[src/rtl/step_error_if.sv]
// Result, target and error streams between the step unit,
// the training-data source and the error consumer.
interface step_error_if;
    logic       train;
    logic       result_valid;
    logic [7:0] result_data;
    logic       result_ready;
    logic       target_valid;
    logic [7:0] target_data;
    logic       target_ready;
    logic        error_valid;
    logic [15:0] error_data;
    logic        error_ready;

    modport slave (
        input  train,
        input  result_valid,
        input  result_data,
        output result_ready,
        input  target_valid,
        input  target_data,
        output target_ready,
        output error_valid,
        output error_data,
        input  error_ready
    );

    modport master (
        output train,
        output result_valid,
        output result_data,
        input  result_ready,
        output target_valid,
        output target_data,
        input  target_ready,
        input  error_valid,
        input  error_data,
        output error_ready
    );
endinterface

[src/rtl/step_error.sv]
// Delta-rule error generator: error = (target - result) << SHIFT.
// Define STEP_ERROR_COUNT_EN to build the sample/mismatch counters.
module step_error #(
    parameter int SHIFT   = 4,
    parameter int COUNT_W = 16
) (
    input  logic               clock,
    input  logic               reset,
    step_error_if.slave        bus,
    output logic [COUNT_W-1:0] sample_count,
    output logic [COUNT_W-1:0] mismatch_count
);

    typedef enum logic [1:0] {RES, TGT, ERR} state_t;

    state_t state_q, state_d;
    logic   res_fire, tgt_fire, err_load, err_fire;

    logic [7:0]         res_q, tgt_q;
    logic               err_v_q;
    logic [15:0]        err_q;
    logic signed [8:0]  diff;
    logic signed [15:0] diff_x;

    always_ff @(posedge clock or negedge reset) begin
        if (!reset) state_q <= RES;
        else        state_q <= state_d;
    end

    always_comb begin
        state_d  = state_q;
        res_fire = 1'b0;
        tgt_fire = 1'b0;
        err_load = 1'b0;
        err_fire = 1'b0;
        unique case (state_q)
            RES: begin
                if (bus.result_valid) begin
                    res_fire = 1'b1;
                    state_d  = bus.train ? TGT : RES;
                end
            end
            TGT: begin
                if (bus.target_valid) begin
                    tgt_fire = 1'b1;
                    state_d  = ERR;
                end
            end
            ERR: begin
                if (!err_v_q) begin
                    err_load = 1'b1;
                end else if (bus.error_ready) begin
                    err_fire = 1'b1;
                    state_d  = RES;
                end
            end
            default: state_d = RES;
        endcase
    end

    assign bus.result_ready = (state_q == RES);
    assign bus.target_ready = (state_q == TGT);
    assign bus.error_valid  = err_v_q;
    assign bus.error_data   = err_q;

    // 9-bit difference cannot overflow 16 bits for SHIFT <= 7
    assign diff   = $signed({1'b0, tgt_q}) - $signed({1'b0, res_q});
    assign diff_x = {{7{diff[8]}}, diff};

    always_ff @(posedge clock or negedge reset) begin
        if (!reset) begin
            res_q   <= '0;
            tgt_q   <= '0;
            err_v_q <= 1'b0;
            err_q   <= '0;
        end else begin
            if (res_fire) res_q <= bus.result_data;
            if (tgt_fire) tgt_q <= bus.target_data;
            if (err_load) begin
                err_v_q <= 1'b1;
                err_q   <= diff_x <<< SHIFT;
            end else if (err_fire) begin
                err_v_q <= 1'b0;
            end
        end
    end

`ifdef STEP_ERROR_COUNT_EN
    logic [COUNT_W-1:0] smp_q, mis_q;
    logic               mis_hit;

    assign mis_hit = tgt_fire && (bus.target_data != res_q);

    always_ff @(posedge clock or negedge reset) begin
        if (!reset) begin
            smp_q <= '0;
            mis_q <= '0;
        end else begin
            if (res_fire && (smp_q != '1)) smp_q <= smp_q + COUNT_W'(1);
            if (mis_hit && (mis_q != '1))  mis_q <= mis_q + COUNT_W'(1);
        end
    end

    assign sample_count   = smp_q;
    assign mismatch_count = mis_q;
`else
    assign sample_count   = '0;
    assign mismatch_count = '0;
`endif

endmodule

[src/flat_wrapper.sv]
// flat-port wrapper written by rule: the top's interface ports become plain ports
module step_error_flat 
#(
    parameter int SHIFT   = 4,
    parameter int COUNT_W = 16
)
  (clock, reset, sample_count, mismatch_count, bus_train, bus_result_valid, bus_result_data, bus_result_ready, bus_target_valid, bus_target_data, bus_target_ready, bus_error_valid, bus_error_data, bus_error_ready);
  step_error_if bus_i ();
  input  logic clock;
  input  logic reset;
  output logic [COUNT_W-1:0] sample_count;
  output logic [COUNT_W-1:0] mismatch_count;
  input wire logic [$bits(bus_i.train)-1:0] bus_train;
  input wire logic [$bits(bus_i.result_valid)-1:0] bus_result_valid;
  input wire logic [$bits(bus_i.result_data)-1:0] bus_result_data;
  output wire logic [$bits(bus_i.result_ready)-1:0] bus_result_ready;
  input wire logic [$bits(bus_i.target_valid)-1:0] bus_target_valid;
  input wire logic [$bits(bus_i.target_data)-1:0] bus_target_data;
  output wire logic [$bits(bus_i.target_ready)-1:0] bus_target_ready;
  output wire logic [$bits(bus_i.error_valid)-1:0] bus_error_valid;
  output wire logic [$bits(bus_i.error_data)-1:0] bus_error_data;
  input wire logic [$bits(bus_i.error_ready)-1:0] bus_error_ready;
  assign bus_i.train = bus_train;
  assign bus_i.result_valid = bus_result_valid;
  assign bus_i.result_data = bus_result_data;
  assign bus_result_ready = bus_i.result_ready;
  assign bus_i.target_valid = bus_target_valid;
  assign bus_i.target_data = bus_target_data;
  assign bus_target_ready = bus_i.target_ready;
  assign bus_error_valid = bus_i.error_valid;
  assign bus_error_data = bus_i.error_data;
  assign bus_i.error_ready = bus_error_ready;
  step_error #(.SHIFT(SHIFT), .COUNT_W(COUNT_W)) u_core (.clock(clock), .reset(reset), .bus(bus_i), .sample_count(sample_count), .mismatch_count(mismatch_count));
endmodule
[config.mk]
export PLATFORM = sky130hd
export DESIGN_NAME = step_error_flat
export DESIGN_NICKNAME = d
export VERILOG_FILES = /design/src/rtl/step_error_if.sv /design/src/rtl/step_error.sv /design/src/flat_wrapper.sv
export SDC_FILE = /design/constraint.sdc
export NUM_CORES = 1
export LEC_CHECK = 0
export CORE_MARGIN = 3
export CORE_UTILIZATION = 48
export CTS_BUF_LIST = sky130_fd_sc_hd__clkbuf_8
export DETAILED_ROUTE_END_ITERATION = 12
export PLACE_DENSITY = 0.92
export SETUP_SLACK_MARGIN = 0.1
export SYNTH_ARGS = -nofsm -noshare
export SYNTH_HDL_FRONTEND = slang
export SYNTH_SLANG_ARGS = --single-unit
[constraint.sdc]
create_clock -name clock -period 4.15 [get_ports clock]
set_input_delay 0.83 -clock clock [delete_from_list [all_inputs] [get_ports clock]]
set_output_delay 0.83 -clock clock [all_outputs]
set_load 0.01 [all_outputs]
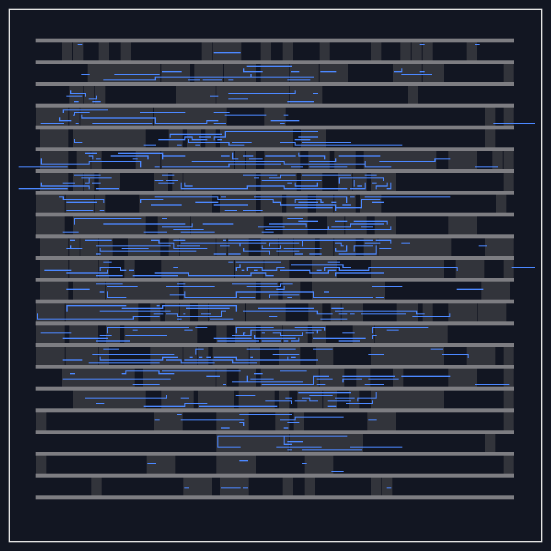
(run_1/met1.png)
Scale: 8 px per um. Supply wires on this layer in gray.
wire length on this layer: 1430 um
nets with wire on the layer: 182
share of all routed wire: 44%

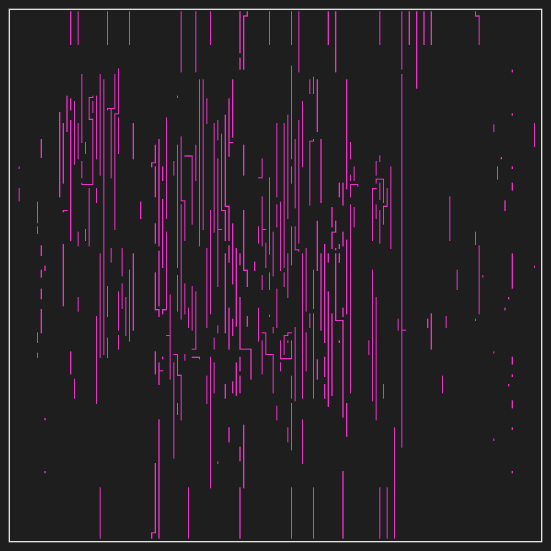
(run_1/met2.png)
Scale: 8 px per um.
share of all routed wire: 47%
main direction: vertical
longest straight run: 46.6 um
wire length on this layer: 1540 um
nets with wire on the layer: 213
met2 track demand over resource: 25.0%
total wire length: 3250 um

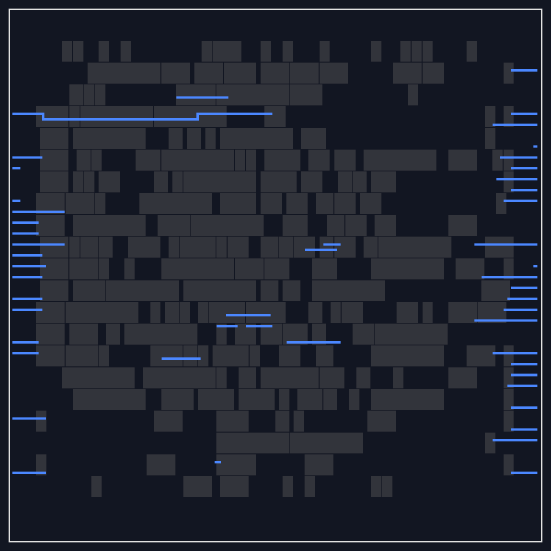
(run_1/met3.png)
Scale: 8 px per um.
nets with wire on the layer: 46
main direction: horizontal
longest straight run: 19.3 um
share of all routed wire: 6.6%

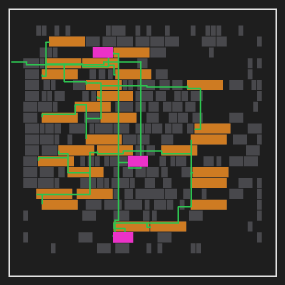
(run_1/clock_map.png)
Scale: 4 px per um.
[clock wires] green | length: 372 um
[cells driving clock nets] magenta | count: 3
[flip-flops] orange | count: 28
routed clock nets: 4
Post-Route Skew: 4.41 ps
clock network fraction of design power: 10.1%
later-pin clock latency in the skew report: 280 ps
power in the clock group: 0.150 mW

==> results_tabular.tex, run 1 <==
% Synthesis and place-and-route results
\begin{tabular}{lr}
\hline
Metric & Value \\
\hline
\multicolumn{2}{l}{\textbf{Status}} \\
Run status & finished clean \\
\multicolumn{2}{l}{\textbf{Floorplanning}} \\
Core box area & 0.00342 sq mm \\
Io pins & 73 \\
Width of the chip & 66.4 um \\
Vertical die dimension & 66.4 um \\
Initial standard-cell utilization of the core & 51.2\% \\
Die area & 0.00440 sq mm \\
Row count & 21 \\
\multicolumn{2}{l}{\textbf{Yosys}} \\
Seq/Total Area, Yosys & between 40 and 50\% \\
Number of cells in the yosys synthesis report & 179 \\
Share of synthesized cell area in full adder, half adder and majority cells & under 10\% \\
Mux cell area share & between 6 and 7\% \\
Warnings from Yosys & 0 \\
Synth logic family & buffers and inverters \\
Summed standard-cell area reported by yosys & 0.00175 sq mm \\
Synthesized-area fraction occupied by xor and xnor cells & 0.501\% \\
Simple-gate share of the synthesized area & 13.7\% \\
AND-OR/OR-AND share of the synthesized area & 12.1\% \\
Number of library cell types mapped by synthesis & 35 \\
FF+latch count, synth & 28 \\
Post-synthesis cell area & 0.00175 sq mm \\
Instance tally after logic synthesis & 179 \\
Syn avg cell area & 9.77 sq um \\
\multicolumn{2}{l}{\textbf{Clocking}} \\
Num Clock Sinks & 28 \\
Post-CTS clock slew at the launch and capture registers of the worst setup and hold paths & 90 ps \\
Gates resized, CTS repair & 0 \\
Clock tree from TritonCTS & yes \\
Clock root buffer & clkbuf\_8 \\
Buffer depth of the longest clock path & 2 \\
Number of buffers created by CTS & 3 \\
\# H-tree levels & 1 \\
Post-CTS setup buffer count & 0 \\
Hold buffers post-CTS & 0 \\
\multicolumn{2}{l}{\textbf{Power and ir drop}} \\
Leakage power of the design & about 0.94 nW \\
Biggest consumer & combinational logic \\
Peak supply drop & 0.000352 V \\
P\_comb & 0.850 mW \\
Comb pwr share & between 50\% and 60\% \\
Share of total power consumed by net switching & between 30\% and 40\% \\
Net Sw Power & 0.591 mW \\
Share of total power in sequential cells & 32.7\% \\
Pwr dens & 731 mW/mm\^{}2 \\
Power attributed to sequential cells & between 0.4 and 0.5 mW \\
Internal portion of total power & 0.894 mW \\
Power Total & 1.48 mW \\
\multicolumn{2}{l}{\textbf{Placement}} \\
Worst setup slack before clock tree synthesis & 1960 ps \\
Post-DP Area & 0.00199 sq mm \\
Final Wtd Congestion & 0.809 \\
Number of input and output port buffers inserted & 36 \\
DPL Wire Length & 2530 um \\
\multicolumn{2}{l}{\textbf{Worst setup path}} \\
Critical path destination & bus\_target\_ready \\
Highest-delay cell along the critical path & clkdlybuf4s50\_1 \\
WP data arrival & about 1500 ps \\
CP endpoint kind & output port \\
Max incr delay on CP & 540 ps \\
RR Endpoint & u\_core.bus.error\_data[11] \\
Reg2Reg Depth & 4 \\
Start point of the critical path & u\_core.state\_q[1] \\
Category of the most critical setup path & register to output port \\
Number of buffers and inverters on the critical path & 1 \\
Kind of cell adding the most delay to the critical path & buffers and inverters \\
Startpoint of the most critical register-to-register path & u\_core.state\_q[1] \\
Critical Path Stages & 2 \\
Reg2Reg Setup Slack & 2090 ps \\
Sequence of cells on the critical path & and2b\_1 > clkdlybuf4s50\_1 \\
Startpoint class of the critical path & register \\
Required time of the worst setup path & between 3000 and 4000 ps \\
Worst-path maximum fanout & 6 \\
\multicolumn{2}{l}{\textbf{Worst hold path}} \\
Number of cells on the worst hold path & 1 \\
Worst hold path startpoint & u\_core.bus.error\_data[8] \\
Worst Hold End & u\_core.bus.error\_data[8] \\
Class of the tightest hold or removal check & register to register \\
\multicolumn{2}{l}{\textbf{STA}} \\
Hold Fails Final Rpt & 0 \\
Setup repair after global routing missed its margin & no \\
Fin crit share & 55.7\% \\
Final tally of max-slew violations & 0 \\
Peak clock frequency supported by timing & 433 MHz \\
Measured slew at the worst slew-check pin & between 700 and 800 ps \\
Final hold slack & 481 ps \\
Setup WS post-layout & 1840 ps \\
Final Critical Period & 2310 ps \\
Rel. slew slack & 49.6\% \\
Final TNS setup & 0 ps \\
Setup violation total in the final timing report & 0 \\
\multicolumn{2}{l}{\textbf{Global routing}} \\
Met3 capacity usage during global routing & 2.55\% \\
Largest net degree at the start of global routing & 29 \\
Via count of the first global-routing pass & 1119 \\
Overall overflow remaining after global route & 0 \\
Number of antenna violations at the first check in global routing & 0 \\
First-pass GRT wire length & $\sim$5300 um \\
Met1 usage in global routing & about 22\% \\
Grt peak-use layer & met2 \\
Overall global routing resource usage & between 10\% and 20\% \\
\multicolumn{2}{l}{\textbf{Finish}} \\
Final instance area & between 0.002 and 0.0025 sq mm \\
Number of nets in the layout & roughly 240 \\
Most numerous logic cells after layout & 36 x conb\_1, 36 x clkdlybuf4s50\_1, 28 x dfrtp\_1, 16 x nand2\_1, 14 x o21ai\_0 \\
Relative area change from synthesis to final layout & 16.2\% \\
Number of diodes & 0 \\
Share of cells above drive strength 1 & under 10\% \\
\multicolumn{2}{l}{\textbf{Route}} \\
Count of antenna-violating nets left after detailed routing & 0 \\
Number of detailed-route iterations in the first pass & 4 \\
Via Count & 1223 \\
Average wire per cell in the routed design & 12.7 um \\
Highest signal layer in the routed design & met4 \\
Initial detailed-routing violation count & 27 \\
Routed met3 length & between 200 and 250 um \\
Metal-1 WL & 1430 um \\
DRC violations left & 0 \\
Vias per cell & approximately 4.8 \\
Length of routed met2 wiring & 1540 um \\
\multicolumn{2}{l}{\textbf{Job}} \\
Number of max-capacitance violations reported & 0 \\
OpenROAD warning count & 26 \\
\hline
\end{tabular}
[run 1: per-stage QoR]
stage / util (%) / std cells
after floorplan: - / 214
after global placement: 58.3 / 253
after detailed placement: 58.3 / 253
after CTS: 59.5 / 256
after global routing: 59.5 / 256
final: 59.5 / 256
[run 1: flip-flops by register name, summed over array words and instances (netlist names)]
register	flops
u_core.res_q	8
u_core.state_q	2
u_core.tgt_q	8
u_core.bus.error_data	9
u_core.bus.error_valid	1
[run 1: synth_stat cells (all sizes together)]
| library cell | instances | share of area, % |
|---|---|---|
| nand2 | 16 | 3.4 |
| or3 | 2 | 0.72 |
| nor4b | 2 | 1.0 |
| a211oi | 3 | 1.3 |
| a221o | 1 | 0.57 |
| o31ai | 3 | 1.3 |
| a21o | 1 | 0.43 |
| nand2b | 2 | 0.72 |
| and2 | 1 | 0.36 |
| dfrtp | 28 | 40 |
| conb | 1 | 0.21 |
| clkbuf | 2 | 0.43 |
| nor2b | 2 | 0.72 |
| fa | 1 | 1.1 |
| o221ai | 1 | 0.50 |
| or3b | 1 | 0.50 |
| a22o | 1 | 0.50 |
| o21ai | 14 | 4.0 |
| o21a | 4 | 1.7 |
| or4 | 2 | 0.86 |
| ha | 8 | 5.7 |
| and3 | 1 | 0.36 |
| a2111oi | 1 | 0.50 |
| nor2 | 4 | 0.86 |
| xor2 | 1 | 0.50 |
| mux2 | 10 | 6.4 |
| a21oi | 1 | 0.29 |
| o31a | 2 | 1.0 |
| nor3 | 2 | 0.57 |
| nand3 | 2 | 0.57 |
| inv | 10 | 2.1 |
| nor3b | 6 | 2.6 |
| buf | 42 | 18 |
| and2b | 1 | 0.43 |
[run 1: final cells by class]
type,count,area [sq um]
flip-flops and latches,28,701
well taps,46,57.6
repair buffers,37,368
clock buffers,3,41.3
multi-input cells,132,827
fillers,309,1380
inverters,10,37.5
==> inputs of run 2 (changes only) <==
--- a/config.mk
+++ b/config.mk
@@ -6,10 +6,10 @@
 export NUM_CORES = 1
 export LEC_CHECK = 0
 export CORE_MARGIN = 3
-export CORE_UTILIZATION = 48
+export CORE_UTILIZATION = 40
 export CTS_BUF_LIST = sky130_fd_sc_hd__clkbuf_8
 export DETAILED_ROUTE_END_ITERATION = 12
-export PLACE_DENSITY = 0.92
+export PLACE_DENSITY = 0.82
 export SETUP_SLACK_MARGIN = 0.1
 export SYNTH_ARGS = -nofsm -noshare
 export SYNTH_HDL_FRONTEND = slang
==> constraint.sdc (replaced) <==
create_clock -name clock -period 2 [get_ports clock]
set_input_delay 0.4 -clock clock [delete_from_list [all_inputs] [get_ports clock]]
set_output_delay 0.4 -clock clock [all_outputs]
set_load 0.01 [all_outputs]
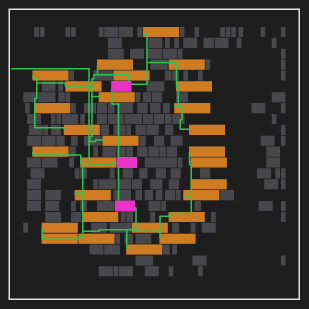
(run_2/clock_map.png)
Scale: 4 px per um.
[cells driving clock nets] magenta | count: 3
[flip-flops] orange | count: 28
[clock wires] green | length: 322 um
routed clock nets: 4

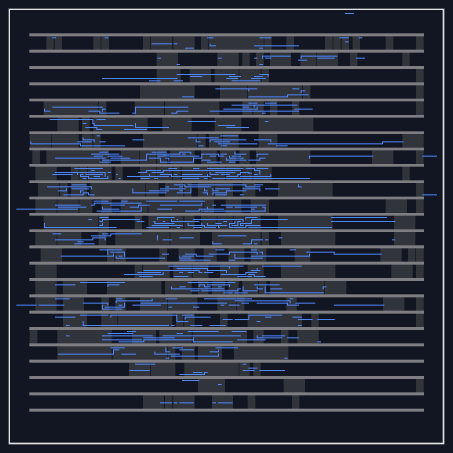
(run_2/met1.png)
Scale: 6 px per um. Supply wires on this layer in gray.
wire length on this layer: 1380 um
main direction: horizontal
nets with wire on the layer: 188
share of all routed wire: 43%
longest straight run: 19.1 um
Via Count: 1274
met1 usage in global routing: 17.3%
total wire length: 3250 um

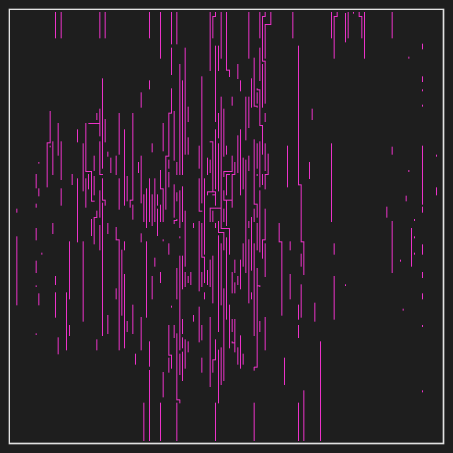
(run_2/met2.png)
Scale: 6 px per um.
longest straight run: 23.1 um
wire length on this layer: 1610 um
main direction: vertical
share of all routed wire: 49%
met2 track demand over resource: 21.2%

==> run 2 against run 1 <==
Compared with the run above:
- area after synthesis stayed put
- clock skew is 3.4 ps lower
- combinational power is 120% higher
- first-iteration DRC count is 19% higher
- wire length hardly changed
- flip-flop count stayed put
- critical endpoint is now u_core.bus.error_data[9]
- sequential share of layout area is 0.89 points lower
- cell area is 2.6% higher
==> results_tabular.tex, run 2 <==
% Synthesis and place-and-route results
\begin{tabular}{lr}
\hline
Metric & Value \\
\hline
\multicolumn{2}{l}{\textbf{Status}} \\
Run status & finished clean \\
\multicolumn{2}{l}{\textbf{Finish}} \\
Share of cells above drive strength 1 & under 10\% \\
Number of nets in the layout & between 200 and 250 \\
Most numerous logic cells after layout & 36 x conb\_1, 35 x clkdlybuf4s50\_1, 28 x dfrtp\_1, 16 x nand2\_1, 14 x o21ai\_0 \\
Relative area change from synthesis to final layout & 19.2\% \\
Register area & about 700 sq um \\
Fillers & 388 \\
Largest register FFs & 9 \\
MI comb area & approximately 840 sq um \\
Number of diodes & 0 \\
Final instance area & 0.00209 sq mm \\
\multicolumn{2}{l}{\textbf{Power and ir drop}} \\
Comb pwr share & 57.6\% \\
Share of total power in sequential cells & about a third \\
Power attributed to sequential cells & 1.01 mW \\
Clock network fraction of design power & approximately 11\% \\
Peak supply drop & $\sim$0.00069 V \\
Biggest consumer & combinational logic \\
Net Sw Power & roughly 1.2 mW \\
Leakage power of the design & slightly below 1 nW \\
Pwr dens & 1520 mW/mm\^{}2 \\
Internal portion of total power & just under 2 mW \\
\multicolumn{2}{l}{\textbf{STA}} \\
Peak clock frequency supported by timing & 550 MHz \\
Setup violation total in the final timing report & 0 \\
Final hold slack & 483 ps \\
Hold Fails Final Rpt & 0 \\
Setup repair after global routing missed its margin & yes \\
Final Critical Period & between 1500 and 2000 ps \\
Fin crit share & around 91\% \\
\multicolumn{2}{l}{\textbf{Clocking}} \\
Clock root buffer & clkbuf\_8 \\
Number of buffers created by CTS & 3 \\
\# H-tree levels & 1 \\
Buffer depth of the longest clock path & 2 \\
Hold buffers post-CTS & 0 \\
Post-CTS setup buffer count & 0 \\
Gates resized, CTS repair & 0 \\
Later-pin clock latency in the skew report & 270 ps \\
Post-CTS clock slew at the launch and capture registers of the worst setup and hold paths & around 90 ps \\
\multicolumn{2}{l}{\textbf{Job}} \\
Number of max-capacitance violations reported & 0 \\
OpenROAD warning count & 27 \\
\multicolumn{2}{l}{\textbf{Yosys}} \\
Top cell type by instance count after synthesis & buf\_4 \\
Share of synthesized cell area in full adder, half adder and majority cells & slightly below 7\% \\
Post-synth top area share & 40.1\% \\
Simple-gate share of the synthesized area & 13.7\% \\
FF+latch count, synth & 28 \\
Warnings from Yosys & 0 \\
Post-synthesis cell area & 0.00175 sq mm \\
Number of cells in the yosys synthesis report & around 180 \\
Seq/Total Area, Yosys & 40.1\% \\
Top\_reg\_cell synth & dfrtp\_1 \\
Async set or reset register ratio after synthesis & 100\% \\
Largest area contributor in the synthesized netlist & dfrtp\_1 \\
Post-synth tally of flip-flops with integrated enable & 0 \\
Mux cell area share & 6.44\% \\
Biggest area cells & dfrtp\_1 40\%, buf\_4 17\%, mux2\_2 6.4\% \\
Syn avg cell area & approximately 10 sq um \\
Instance tally after logic synthesis & approximately 180 \\
\multicolumn{2}{l}{\textbf{Floorplanning}} \\
Initial standard-cell utilization of the core & a little over two fifths \\
Vertical die dimension & $\sim$70 um \\
Io pins & about 73 \\
Row count & 23 \\
Die area & 0.00520 sq mm \\
Core box area & 0.00412 sq mm \\
\multicolumn{2}{l}{\textbf{Route}} \\
Count of antenna-violating nets left after detailed routing & 0 \\
DRC violations left & 0 \\
Average wire per cell in the routed design & 12.3 um \\
\multicolumn{2}{l}{\textbf{Placement}} \\
Number of input and output port buffers inserted & 36 \\
Final Wtd Congestion & 0.826 \\
DPL Wire Length & 2580 um \\
\multicolumn{2}{l}{\textbf{Worst hold path}} \\
Number of cells on the worst hold path & 2 \\
Class of the tightest hold or removal check & register to register \\
\multicolumn{2}{l}{\textbf{Worst setup path}} \\
Reg2Reg Depth & 6 \\
WP data arrival & approximately 2000 ps \\
Worst-path maximum fanout & 3 \\
CP endpoint kind & register \\
Required time of the worst setup path & 2210 ps \\
\multicolumn{2}{l}{\textbf{Global routing}} \\
Overall global routing resource usage & 13.0\% \\
First-pass GRT wire length & 5360 um \\
Overall overflow remaining after global route & 0 \\
Largest net degree at the start of global routing & 29 \\
Via count of the first global-routing pass & 1163 \\
Number of antenna violations at the first check in global routing & 0 \\
\hline
\end{tabular}
==> run 2: cell types whose count changed in the layout (fill, tap and decap cells not counted) <==
cell,change
clkdlybuf4s50_1,-1
buf_4,+3
o31ai_2,+1
clkbuf_8,+1
dlymetal6s2s_1,+1
ha_1,-1
ha_2,+1
fa_1,-1
fa_2,+1
o31ai_1,-1
==> run 2: layer usage <==
layer	part of all wire (%)	routed length (um)	GRT usage (%)	vias up
met5	0	0	0	-
li1	-	-	-	613
met3	6.5	212	2.08	5
met2	49	1610	21.2	45
met1	43	1380	17.3	611
met4	1.5	49	5.01	0
==> run 2: stage by stage <==
step                      std cells  setup slack [ps]  util (%)
after global placement          260               217      49.0
final                           264               181      50.7
after floorplan                 214               301         -
after detailed placement        260               190      49.0
after global routing            264              95.5      50.7
after CTS                       264               106      50.4
==> run 2: worst paths after layout <==
path | start | to | slack [ps]
hold reg to reg | u_core.bus.error_data[5] | u_core.bus.error_data[5] | 480
setup reg to reg | u_core.res_q[1] | u_core.bus.error_data[9] | 180
hold / removal | u_core.bus.error_data[5] | u_core.bus.error_data[5] | 480
min in group asynchronous | reset | u_core.tgt_q[5] | 510
setup / recovery | u_core.res_q[1] | u_core.bus.error_data[9] | 180
max in group asynchronous | reset | u_core.res_q[1] | 1230
==> run 2: layout make-up <==
type | instances | share of cell area [%]
Tap cell | 50 | 3.00
Sequential cell | 28 | 33.6
Inverter | 10 | 1.80
Multi-Input combinational cell | 132 | 40.1
Clock buffer | 4 | 2.64
Timing Repair Buffer | 40 | 18.8
==> run 2: worst max-delay path, cell delays in order, from the launching register on <==
cell,delay (ps)
dfrtp_1,400
inv_1,80
ha_1,270
nor2b_1,170
o31a_1,290
or4_1,470
nand3_1,100
Power and IR drop assume default switching activity.
